[src/rtl/nanov_serial_sequencer.sv]
// nanoV bit-serial control sequencer: one instruction per handshake, 32 LSB-first bit-cycles.
// Macro NANOV_SLT_EN builds the two-pass CMP/SLTW flow so SLT/SLTU can write their result.
module nanov_serial_sequencer #(
  parameter int unsigned REG_AW = 4,
  parameter int unsigned IMM_W  = 12
) (
  input  logic              clk,
  input  logic              rstn,
  input  logic              instr_valid,
  output logic              instr_ready,
  input  logic [31:0]       instr,
  input  logic              stall,
  output logic [4:0]        counter,
  output logic [REG_AW-1:0] rs1,
  output logic [REG_AW-1:0] rs2,
  output logic [REG_AW-1:0] rd,
  output logic [3:0]        alu_op,
  output logic              alu_select_rs2,
  output logic              alu_imm_bit,
  output logic              cy_in,
  input  logic              cy_out,
  input  logic              lts,
  output logic              rd_wr_en,
  output logic              rd_force,
  output logic              rd_force_bit,
  output logic              store_en,
  output logic              done
);

  localparam int unsigned XLEN = 32;
  localparam int unsigned CW   = 5;
  localparam logic [6:0]  OPC_STORE = 7'b0100011;
  localparam logic [4:0]  OPC_ALU   = 5'b10011;

  typedef enum logic [1:0] {
    S_IDLE = 2'd0,
    S_EXEC = 2'd1,
    S_CMP  = 2'd2,
    S_SLTW = 2'd3
  } state_e;

  state_e          state_q, state_d;
  logic [CW-1:0]   counter_q, counter_d;
  logic            cy_q, cy_d;
  logic [XLEN-1:0] instr_q, instr_d;
  logic            done_q, done_d;
`ifdef NANOV_SLT_EN
  logic            lt_q, lt_d;
`endif

  logic [2:0]      funct3;
  logic            is_alu;
  logic            is_slt;
  logic            rd_nz;
  logic            last_bit;
  logic [XLEN-1:0] imm_ext;
  logic            unused_ok;

  assign funct3   = instr_q[14:12];
  assign is_alu   = (instr_q[4:0] == OPC_ALU);
  assign is_slt   = is_alu && (funct3[2:1] == 2'b01);
  assign rd_nz    = |rd;
  assign last_bit = (counter_q == CW'(XLEN - 1));
  assign imm_ext  = {{(XLEN - IMM_W){instr_q[31]}}, instr_q[31 -: IMM_W]};
  assign unused_ok = ^{instr_q, lts};

  assign counter        = counter_q;
  assign rs1            = instr_q[15 +: REG_AW];
  assign rs2            = instr_q[20 +: REG_AW];
  assign rd             = instr_q[7 +: REG_AW];
  assign alu_op         = {instr_q[30] & instr_q[5], funct3};
  assign alu_select_rs2 = instr_q[5] & instr_q[4];

  // State, bit counter, carry and latched instruction
  always_ff @(posedge clk or negedge rstn) begin
    if (!rstn) begin
      state_q   <= S_IDLE;
      counter_q <= '0;
      cy_q      <= 1'b0;
      instr_q   <= '0;
      done_q    <= 1'b0;
`ifdef NANOV_SLT_EN
      lt_q      <= 1'b0;
`endif
    end else begin
      state_q   <= state_d;
      counter_q <= counter_d;
      cy_q      <= cy_d;
      instr_q   <= instr_d;
      done_q    <= done_d;
`ifdef NANOV_SLT_EN
      lt_q      <= lt_d;
`endif
    end
  end

  // Next-state: a pending done survives only while stalled
  always_comb begin
    state_d   = state_q;
    counter_d = counter_q;
    cy_d      = cy_q;
    instr_d   = instr_q;
    done_d    = done_q & stall;
`ifdef NANOV_SLT_EN
    lt_d      = lt_q;
`endif
    case (state_q)
      S_IDLE: begin
        if (instr_valid) begin
          instr_d   = instr;
          counter_d = '0;
          state_d   = S_EXEC;
`ifdef NANOV_SLT_EN
          if ((instr[4:0] == OPC_ALU) && (instr[14:13] == 2'b01)) begin
            state_d = S_CMP;
          end
`endif
        end
      end
      default: begin
        if (!stall) begin
          counter_d = counter_q + CW'(1);
          cy_d      = cy_out;
          if (last_bit) begin
            case (state_q)
`ifdef NANOV_SLT_EN
              S_CMP: begin
                state_d = S_SLTW;
                lt_d    = funct3[0] ? ~cy_out : lts;
              end
`endif
              default: begin
                state_d = S_IDLE;
                done_d  = 1'b1;
              end
            endcase
          end
        end
      end
    endcase
  end

  // Datapath controls decoded from state and latched instruction
  always_comb begin
    instr_ready  = (state_q == S_IDLE);
    rd_wr_en     = 1'b0;
    store_en     = 1'b0;
    rd_force     = 1'b0;
    rd_force_bit = 1'b0;
    case (state_q)
      S_EXEC: begin
        rd_wr_en = !stall && is_alu && !is_slt && rd_nz;
        store_en = !stall && (instr_q[6:0] == OPC_STORE);
      end
`ifdef NANOV_SLT_EN
      S_SLTW: begin
        rd_force     = 1'b1;
        rd_wr_en     = !stall && rd_nz;
        rd_force_bit = lt_q && (counter_q == '0);
      end
`endif
      default: ;
    endcase
    cy_in       = (counter_q == '0) ? (alu_op[1] | alu_op[3]) : cy_q;
    alu_imm_bit = imm_ext[counter_q];
    done        = done_q & ~stall;
  end

endmodule

[config.mk]
export PLATFORM = sky130hd
export DESIGN_NAME = nanov_serial_sequencer
export DESIGN_NICKNAME = d
export VERILOG_FILES = /design/src/rtl/nanov_serial_sequencer.sv
export SDC_FILE = /design/constraint.sdc
export NUM_CORES = 1
export LEC_CHECK = 0
export ABC_AREA = 1
export CAP_MARGIN = 40
export CORE_ASPECT_RATIO = 0.8
export CORE_UTILIZATION = 46
export CTS_BUF_LIST = sky130_fd_sc_hd__clkbuf_2 sky130_fd_sc_hd__clkbuf_4 sky130_fd_sc_hd__clkbuf_8
export CTS_CLUSTER_SIZE = 20
export DETAILED_ROUTE_END_ITERATION = 6
export PLACE_DENSITY = 0.82
export SLEW_MARGIN = 10
export SYNTH_ARGS = -nofsm -noshare
export SYNTH_HDL_FRONTEND = slang
export SYNTH_SLANG_ARGS = --single-unit
[constraint.sdc]
create_clock -name clk -period 1.8 [get_ports clk]
set_clock_uncertainty 0.05 [all_clocks]
set_input_delay 0.36 -clock clk [delete_from_list [all_inputs] [get_ports clk]]
set_output_delay 0.36 -clock clk [all_outputs]
set_load 0.02 [all_outputs]
### Met3 routing

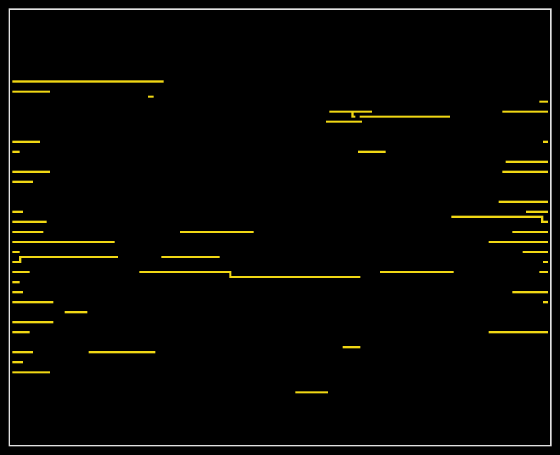
The layer holds 6.2% of the routed length. 44 nets have wire on it. The wires run mostly horizontal. The layer carries 273 um of wire. The longest straight run is 20.2 um.
via count: 1695
Final Routed Wirelength: 4373 um
met3 usage: 5.442%

==> CHANGELOG.md <==
## Implementation

* Status: finished with violations
* Failing checks: negative setup slack
* Proportion of layout cells with a drive suffix above 1 at 21.22%
* Die width at roughly 73 um
* Worst Setup End Kind: output pin
* Crit path DAT at 1510 ps
* # diodes at 0
* # IOs at 68
* GRT Total Usage at 21.85%
* Worst min path class: input pin to async pin
* CP required at approximately 1400 ps
* TNS Setup at -202.7 ps
* Worst setup path start: counter[0]
* Num CTS Buffers at 5
* Routed length per instance at 11.95 um
* Asr flop ratio synth at 100.0%
* Count of tool warnings at 32
* Chip height at around 59 um
* Final Max Tran Viols at 0
* Number of enable flip-flop cells at 0
* Initial antenna violation count at 0
* Total power at roughly 0.0042 W
* VDD IR max at 0.0007969 V
* Area delta synth->final at 48.59%
* R2r worst-path depth at 9
* ANT nets after route at 0
* Yosys chip area at 1869 um^2
* Final worst setup slack at -124.7 ps
* Root buffer cell: clkbuf_8
* Final setup fails at 3
* Area of the core at 3854 um^2
* Unrepaired setup endpoints after global routing: true
* Largest net degree at the start of global routing at 39
* WHS at about 54 ps
* Synth Cell Area at 1869 um^2
* 1st-pass router iterations at 4
* First-pass GRT wire length at 6906 um
* CTS tree: yes
### M2 wires

Scale bar: 20 um.
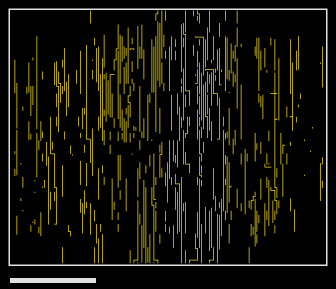
277 nets have wire on it. The layer carries 1970 um of wire. The layer holds 45% of the routed length. The wires run mostly vertical.
GR Util met2: 35.45%

==> registers in the layout (all words and copies together), names as in the netlist, named ones only <==
signal	flops
instr_q	30
counter	5
state_q	1
cy_q	1
==> cell type report <==
cell class / count / area share [%]
timing repair buffer: 91 / 30.18
inverter: 23 / 3.333
multi-input combinational: 152 / 26.67
sequential: 38 / 34.32
clock buffer: 7 / 3.018
tap: 55 / 2.477
==> layout by cell type, fill, tap and decap left out, drive strengths merged, types with 3 or more instances in the layout <==
cell           count
nor4               3
clkbuf             7
nand2            101
dlygate4sd2        6
ha                 3
o21ai             17
nor2              11
dfrtp             38
clkdlybuf4s50     45
inv               21
nand3              9
dlymetal6s2s       5
buf               35
==> synthesized netlist by cell type (2+ instances only) <==
master	n	area (um^2)
nand4_1	2	12.51
buf_4	18	135.1
buf_2	4	20.02
nor2_1	10	37.54
a21oi_1	2	10.01
inv_1	20	75.07
nand2_1	99	371.6
nand3_1	9	45.04
nand2_2	2	12.51
o21ai_0	16	80.08
ha_1	3	37.54
dfrtp_1	38	950.9
nor4_1	3	18.77
==> critical path: stages, from the launching register on <==
cell     delay (ps)
dfrtp_2         430
buf_6           130
nor2_2           40
nor2_1           90
nand2_1          80
nand3_2          80
nand3_2          70
a21oi_2         170
buf_6           130
==> routing by layer <==
| layer | track usage (%) | vias to the layer above | part of all wire [%] |
|---|---|---|---|
| li1 | - | 855 | - |
| met1 | 27.61 | 773 | 47 |
| met2 | 35.45 | 60 | 45 |
| met3 | 5.442 | 7 | 6.2 |
| met4 | 10.64 | 0 | 1.7 |
| met5 | 0 | - | 0 |
==> metrics by stage <==
| step | instances | utilization (%) | setup WS, ps | area (um^2) |
|---|---|---|---|---|
| finish | 366 | 72.08 | -124.7 | 2778 |
| detailed placement | 352 | 66.20 | -516.8 | 2551 |
| floorplan | 237 | - | 84.48 | 1873 |
| global placement | 352 | 66.20 | -524.3 | 2551 |
| global route | 366 | 72.08 | -207.2 | 2778 |
| CTS | 363 | 69.42 | -107.2 | 2675 |
==> path summary, 6_finish.rpt <==
path | end | slack [ps]
worst max-delay path | alu_imm_bit | -120
worst min-delay path | state_q[0] | 50
worst max register to register | counter[4] | 110
worst min register to register | instr_q[15] | 420
max in group asynchronous | counter[1] | 1290
min in group clk | instr_q[15] | 420
==> logic make-up after synthesis <==
group,synth area share (%)
fa+ha+maj,2.008
other cells,0.2006
compound gates,5.824
flops,50.87
buf+inv,14.12
simple gates,26.97
==> what timing repair did <==
| item | CTS | global route |
|---|---|---|
| hold buffers | 0 | 0 |
| buffers inserted | 4 | 3 |
| resized | 42 | 22 |
| setup endpoints to repair | 11 | 10 |
| pin swaps | 6 | 6 |
==> power by group <==
group / internal (W) / leakage (nW) / total [W] / switching, W
clock network: 0.000296 / 0.0452 / 0.000570 / 0.000274
registers: 0.00123 / 0.464 / 0.00148 / 0.000257
logic: 0.00103 / 0.956 / 0.00214 / 0.00110
Power is estimated from default activity; no workload was simulated.
